**Run 1: selected gate families**

(4 px per µm)
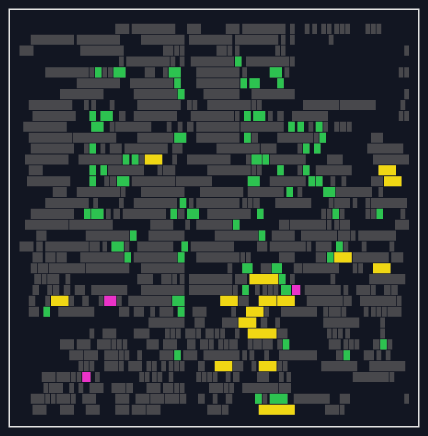
**Run 1: clock routing**

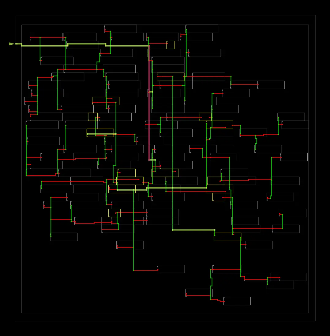
**Run 1: I/O nets highlighted**

(4 px per µm)
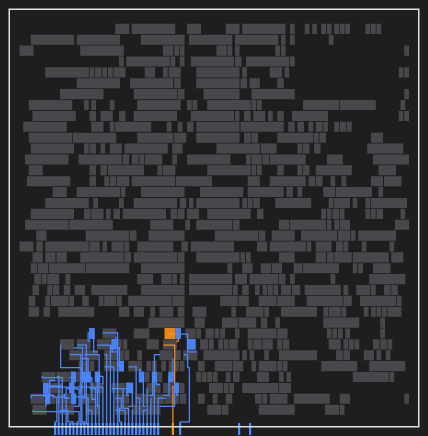
Design mmio_uart_tx, sky130hd; sources not shown.
==> Slide: Implementation Results, run 1 <==
Run Summary

Outcome
  • Status: finished clean

Global routing
  • First-pass GRT wire length: between 15 and 20 mm
  • GRT Overall Usage: around 19%
  • Number of global-route vias before repair: between 3000 and 4000
  • Total gr overflow: 0

Synthesis
  • Ys async rst share: between 30 and 40%
  • Chip area in the Yosys report: roughly 4700 µm²
  • Multiplexer share: 0%
  • Synth Instances: between 400 and 500
  • Area fraction in xor and xnor cells: under 10%
  • Most common reg cell: edfxtp_1
  • Cell variety after synth: 39
  • Simple-gate portion of the synthesized area: about 17%
  • Ao+oa area frac: a little under a tenth
  • Post-synth seq share: about three fifths
  • Synth Area per Inst: roughly 10 µm²
  • Dominant kind of combinational cell: simple AND/OR/NAND/NOR gates

Clock tree
  • Maximum root-to-sink buffer count: 2
  • H-tree levels: 3
  • Clock root buffer: clkbuf_16
  • CTS tree: built
  • Hold Buf Count CTS: 0
  • CTS Buf Count: 9
  • Clock Pin Slew Worst Setup and Hold Paths: 70 ps

Cells and area
  • N_diodes: 0
  • Nets: 615
  • Most instantiated logic cells after routing: nor2_1 (86), edfxtp_1 (64), nand2_1 (54)
  • Max reg flops: 64
  • Share of cells above drive strength 1: 12.1%
  • Synthesis-to-layout area growth: 21.7%

Routing
  • Vias: roughly 3300
  • Final wirelength: 9.67 mm
  • Vias per std cell: 4.94
  • Drc violations: 0
  • DR iter-0 viols: around 160
  • Average routed wire per standard cell: 14.4 µm

Place
  • DP Worst Slack: -360 ps
  • Routability cong.: 0.799
  • Dpl hpwl: 6.70 mm

Worst setup path
  • CP endpoint kind: output port
  • Slowest Stage Delay on Critical Path: between 300 and 400 ps
  • Reg2reg path depth: 13
  • WP data arrival: between 2000 and 2500 ps
  • Critical path type: primary input to output port
  • Crit path depth: 8
  • FF-to-FF setup slack: 270 ps
  • Crit Path Max Fanout: 9
  • CP required: around 2200 ps
  • CP Buf/Inv Count: 2
  • CP delay by family, top: simple AND/OR/NAND/NOR gates
  • Startpoint Class: primary input

Pwr
  • VDD IR max: 0.000374 V
  • Total power: ~3 mW

Final timing
  • Hold Fails Final Rpt: 0
  • Setup_tns: 0 ps
  • Final setup viols: 0
  • Fmax: 0.383 GHz
  • Fin crit period: about 2600 ps
  • Worst setup margin: 87.3 ps
  • Final Slew Violations: 0
  • Hold Slack: approximately 500 ps

Run
  • Tool warnings: between 50 and 60

Floorplanning
  • FP Rows: 36
  • Die height: 104 µm
  • Pre-Place Util: 49.4%

Min path
  • Hold Crit Depth: 1
  • Worst Hold Class: flop to flop
Back to the opening pictures, 'selected gate families':
colour	family	cells
yellow	fa/ha/maj cells	16
magenta	and/or cells	3
green	aoi and oai cells	70
highest-count logic cell in the final layout: nor2_1
fraction of area in multi-input gates: 28.5%

Back to the opening pictures, 'clock routing':
Latency at later pin: 340 ps
clock group power: 1.28 mW

Back to the opening pictures, 'I/O nets highlighted':
colour	port	bits	direction	end cells	buffers	wire
orange	we	1	input	2	1	28.5 µm
blue	a	32	input	17	30	578 µm
io pins: 102
IO buf count: 51

## run 1: synthesized netlist by cell type, types with 2 or more instances
cell,count,area (µm²)
nor2_1,86,323
edfxtp_1,64,1920
nand2_1,57,214
inv_1,40,150
dfrtp_1,34,851
o21ai_0,34,170
buf_4,24,180
a21oi_1,14,70.1
ha_1,14,175
nand3_1,14,70.1
nor3_1,10,50.1
o221ai_1,7,61.3
o311ai_0,7,61.3
xor2_1,7,61.3
buf_2,5,25.0
clkbuf_1,5,18.8
nor2_4,4,45.0
o211ai_1,3,22.5
a211oi_1,2,15.0
a22o_1,2,17.5
fa_1,2,40.0
nand2_2,2,12.5
nand4_1,2,12.5
nor3b_1,2,15.0
o21ai_1,2,10.0
xnor2_1,2,17.5
## run 1: power breakdown
group          switching, mW  leakage, nW  total [mW]  internal [mW]
Clock                  0.614        0.147        1.28          0.662
Sequential      0.0000000292        0.990        1.61           1.61
Combinational         0.0640         1.18       0.120         0.0563
Total                  0.678         2.31        3.01           2.33
## run 1: final cells by class
type | count | area (µm²) | area share [%]
tap | 133 | 166 | 2.90
inverter | 42 | 158 | 2.75
timing repair buffer | 76 | 673 | 11.7
sequential | 99 | 2800 | 48.8
clock buffer | 9 | 225 | 3.92
multi-input combinational | 304 | 1640 | 28.5
clock inverter | 7 | 82.6 | 1.44
## run 1: metal layers
| metal | share of wire (%) | up-vias | global-route usage (%) |
|---|---|---|---|
| li1 | - | 1652 | - |
| met1 | 43 | 1578 | 26.4 |
| met2 | 51 | 70 | 31.3 |
| met3 | 4.8 | 8 | 3.76 |
| met4 | 1.0 | 0 | 6.19 |
| met5 | 0 | - | 0 |
## run 1: metrics by stage
stage	instances	area, µm²
3_5_place_dp	652	5420
3_3_place_gp	652	5420
4_1_cts	668	5720
5_1_grt	670	5740
2_1_floorplan	481	4800
6_report	670	5740
**Run 1: metal layers overlaid**

(4 px per µm)
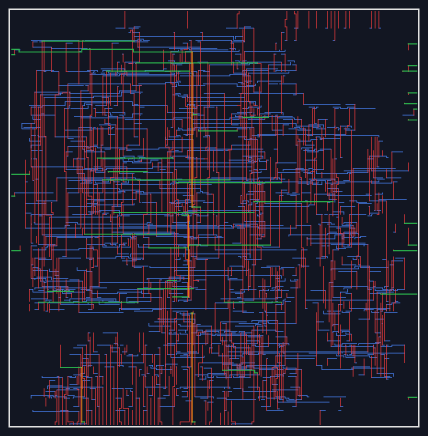

==> run 2: changes to the inputs <==
--- a/config.mk
+++ b/config.mk
@@ -5,12 +5,13 @@
 export SDC_FILE = /design/constraint.sdc
 export NUM_CORES = 1
 export LEC_CHECK = 0
-export ABC_AREA = 1
-export CORE_AREA = 2 2 100 102
+export ABC_AREA = 0
+export CORE_AREA = 2 2 99 101
 export CTS_BUF_LIST = sky130_fd_sc_hd__clkbuf_16
 export DETAILED_ROUTE_END_ITERATION = 16
-export DIE_AREA = 0 0 102 104
+export DIE_AREA = 0 0 101 103
 export PLACE_DENSITY_LB_ADDON = 0.15
 export SYNTH_ARGS = -nofsm -noshare
 export SYNTH_HDL_FRONTEND = slang
 export SYNTH_SLANG_ARGS = --single-unit
+export TNS_END_PERCENT = 1
**Run 2: metal layers overlaid**

(4 px per µm)
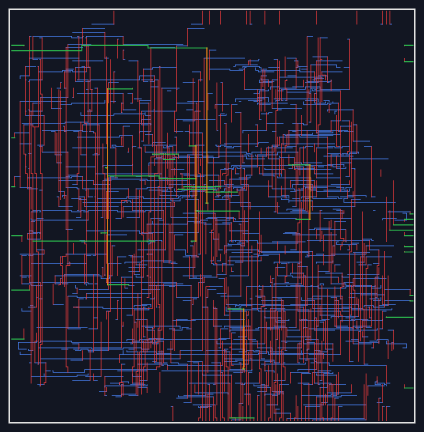
colour	layer	wire length
green	metal 3	233 µm
blue	metal 1	3900 µm
red	metal 2	5210 µm
orange	metal 4	140 µm
GRT Overall Usage: 19.0%
final wirelength: 9.49 mm
average routed wire per standard cell: 17.2 µm
Vias: 2901

**Run 2: selected gate families**

(4 px per µm)
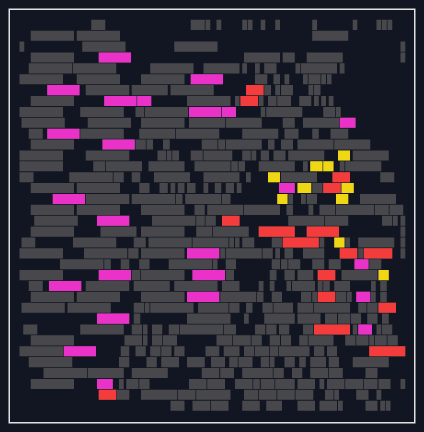
colour	family	cells
magenta	mux cells	24
red	fa/ha/maj cells	16
yellow	non-inverting ao/oa cells	10
fraction of area in multi-input gates: 31.3%
Final Non-Filler Cells: 550
highest-count logic cell in the final layout: edfxtp_1

==> run 2 against run 1 <==
Die area fell by 1.9%. Synthesized area fell by 1.0%. Largest power group unchanged. Final area rose by 5.3%. Total power fell by 0.69%. Cell count fell by 18%. Combinational power rose by 7%. Sequential share of layout area fell by 2.5 points. Core utilization rose by 3.8 points. Register-to-register slack got worse by 180 ps. Via count fell by 12%.
==> Slide: Implementation Results, run 2 <==
Run Summary

Outcome
  • Status: finished clean

Synthesis
  • Post-synth top area cell: edfxtp_1
  • Synth Instances: 337 (-26%)
  • Synth Area per Inst: 13.9 µm² (+34%)
  • Synth top cells by count: edfxtp_1 (64), dfrtp_1 (34), nor2_1 (28)
  • Synth top area cells: edfxtp_1 (41%), dfrtp_1 (18%), mux4_2 (7.7%)
  • Chip area in the Yosys report: 4670 µm² (-1.0%)
  • Cell variety after synth: 52 (+33%)
  • Max-area cell share: 41.2% (+0.43 points)
  • Ys async rst share: 35.4% (unchanged)
  • Most common reg cell: edfxtp_1
  • Post-synth seq share: 59.9% (+0.62 points)

Worst setup path
  • Crit Path Max Fanout: 2 (-7)
  • CP Buf/Inv Count: 3 (+1)
  • Slowest Stage Delay on Critical Path: 470 ps (+80 ps)
  • CP endpoint kind: flop
  • Crit path depth: 12 (+4)
  • WP data arrival: 2880 ps (+810 ps)
  • Critical path type: primary input to flop
  • CP required: 2920 ps (+760 ps)
  • CP delay by family, top: simple AND/OR/NAND/NOR gates

Final timing
  • Fin crit period: 2660 ps (+46.3 ps)
  • Final setup viols: 0 (unchanged)
  • Fmax: 0.376 GHz (-1.7%)
  • Final Slew Violations: 0 (unchanged)

Cells and area
  • Share of cells above drive strength 1: 28.7% (+17 points)
  • Register Area: 2800 µm² (about the same)
  • Max reg flops: 64 (unchanged)
  • Logic area: 1890 µm² (+16%)
  • Synthesis-to-layout area growth: 29.4%
  • Most instantiated logic cells after routing: edfxtp_1 (64), buf_4 (41), dfrtp_1 (34)
  • Nets: 514 (-16%)
  • N_diodes: 0 (unchanged)

Place
  • DP Worst Slack: -590 ps (-230 ps)
  • IO buf count: 51 (unchanged)
  • Post-place instance area: 5490 µm² (+1.3%)

Global routing
  • Total gr overflow: 0 (unchanged)
  • GRT met1 Usage: 22.9% (-3.5 points)
  • Busiest grt layer: met2
  • Number of global-route vias before repair: 2913 (-12%)
  • GR Layer Usage met2: 34.9% (+3.5 points)

Clock tree
  • CTS Buf Count: 9 (unchanged)
  • Latency at later pin: 340 ps (about the same)
  • CTS tree: built
  • Maximum root-to-sink buffer count: 2 (unchanged)
  • Hold Buf Count CTS: 0 (unchanged)
  • Clock Pin Slew Worst Setup and Hold Paths: 70 ps (about the same)
  • H-tree levels: 3 (unchanged)

Pwr
  • VDD IR max: 0.000354 V (-5.3%)
  • Clock power frac: 41.7% (-0.7 points)
  • Total power: 2.99 mW (-0.69%)
  • Net Switching: 0.666 mW (-1.7%)
  • Switch share: 22.3% (-0.23 points)
  • Sequential cell fraction of total power: 54.0% (+0.4 points)
  • Internal power: 2.32 mW (-0.39%)

Floorplanning
  • Pre-Place Util: 49.4% (about the same)
  • Io pins: 102 (unchanged)
  • Die height: 103 µm (-0.96%)

Routing
  • Drc violations: 0 (unchanged)
  • Vias per std cell: 5.27 (+6.8%)

Min path
  • Hold Crit Depth: 2 (+1)

Run
  • Tool warnings: 57 (+5.6%)
[run 2: final cells by class]
class	instances	share of cell area (%)
flip-flops and latches	99	46.3
multi-input cells	214	31.3
repair buffers	95	14.4
clock buffers	9	3.73
well taps	114	2.36
clock inverters	7	1.16
inverters	12	0.787
[run 2: kinds of logic (layout without fill, tap and decap cells)]
| group | Yosys count | count (layout) | synth area share [%] |
|---|---|---|---|
| other | 1 | 24 | 0.0803 |
| buffers and inverters | 47 | 123 | 5.76 |
| AOI/OAI and AO/OA | 33 | 33 | 5.01 |
| DFF | 99 | 99 | 59.9 |
| adders and majority gates | 16 | 16 | 4.61 |
| muxes | 24 | 24 | 9.51 |
| and+or+nand+nor | 100 | 100 | 11.9 |
| xor gates and xnor gates | 17 | 17 | 3.19 |
[run 2: worst reg2reg max path: stages, from the launching register on]
cell and delay [ps]:
dfrtp_1 390, inv_2 110, ha_4 130, or3b_4 380, nand2_2 80, inv_2 50, ha_4 230, inv_4 50
ha_4 130, inv_2 40, fa_2 370, xnor2_2 150, nor4b_2 280, nand2_1 100
[run 2: per-stage QoR]
stage | instances | util [%] | TNS (ps)
floorplan | 360 | - | -1200
global placement | 528 | 58.0 | -30720
detailed placement | 528 | 58.0 | -31750
CTS | 548 | 62.0 | -105
global route | 550 | 63.9 | -118
finish | 550 | 63.9 | 0
[run 2: power groups by stage]
stage               Sequential, mW  Clock [mW]  Combinational, mW
floorplan                     1.65           0             0.0693
global placement              1.65           0              0.119
detailed placement            1.65           0              0.122
CTS                           1.61        1.28              0.124
global route                  1.61        1.33              0.140
finish                        1.62        1.25              0.128
[run 2: layer usage]
layer / part of all wire (%) / vias to the layer above
met5: 0 / -
met4: 1.5 / 0
met3: 2.5 / 15
met2: 55 / 46
met1: 41 / 1447
li1: - / 1393
Power figures rest on the tool's default switching activity, not on a simulated workload.
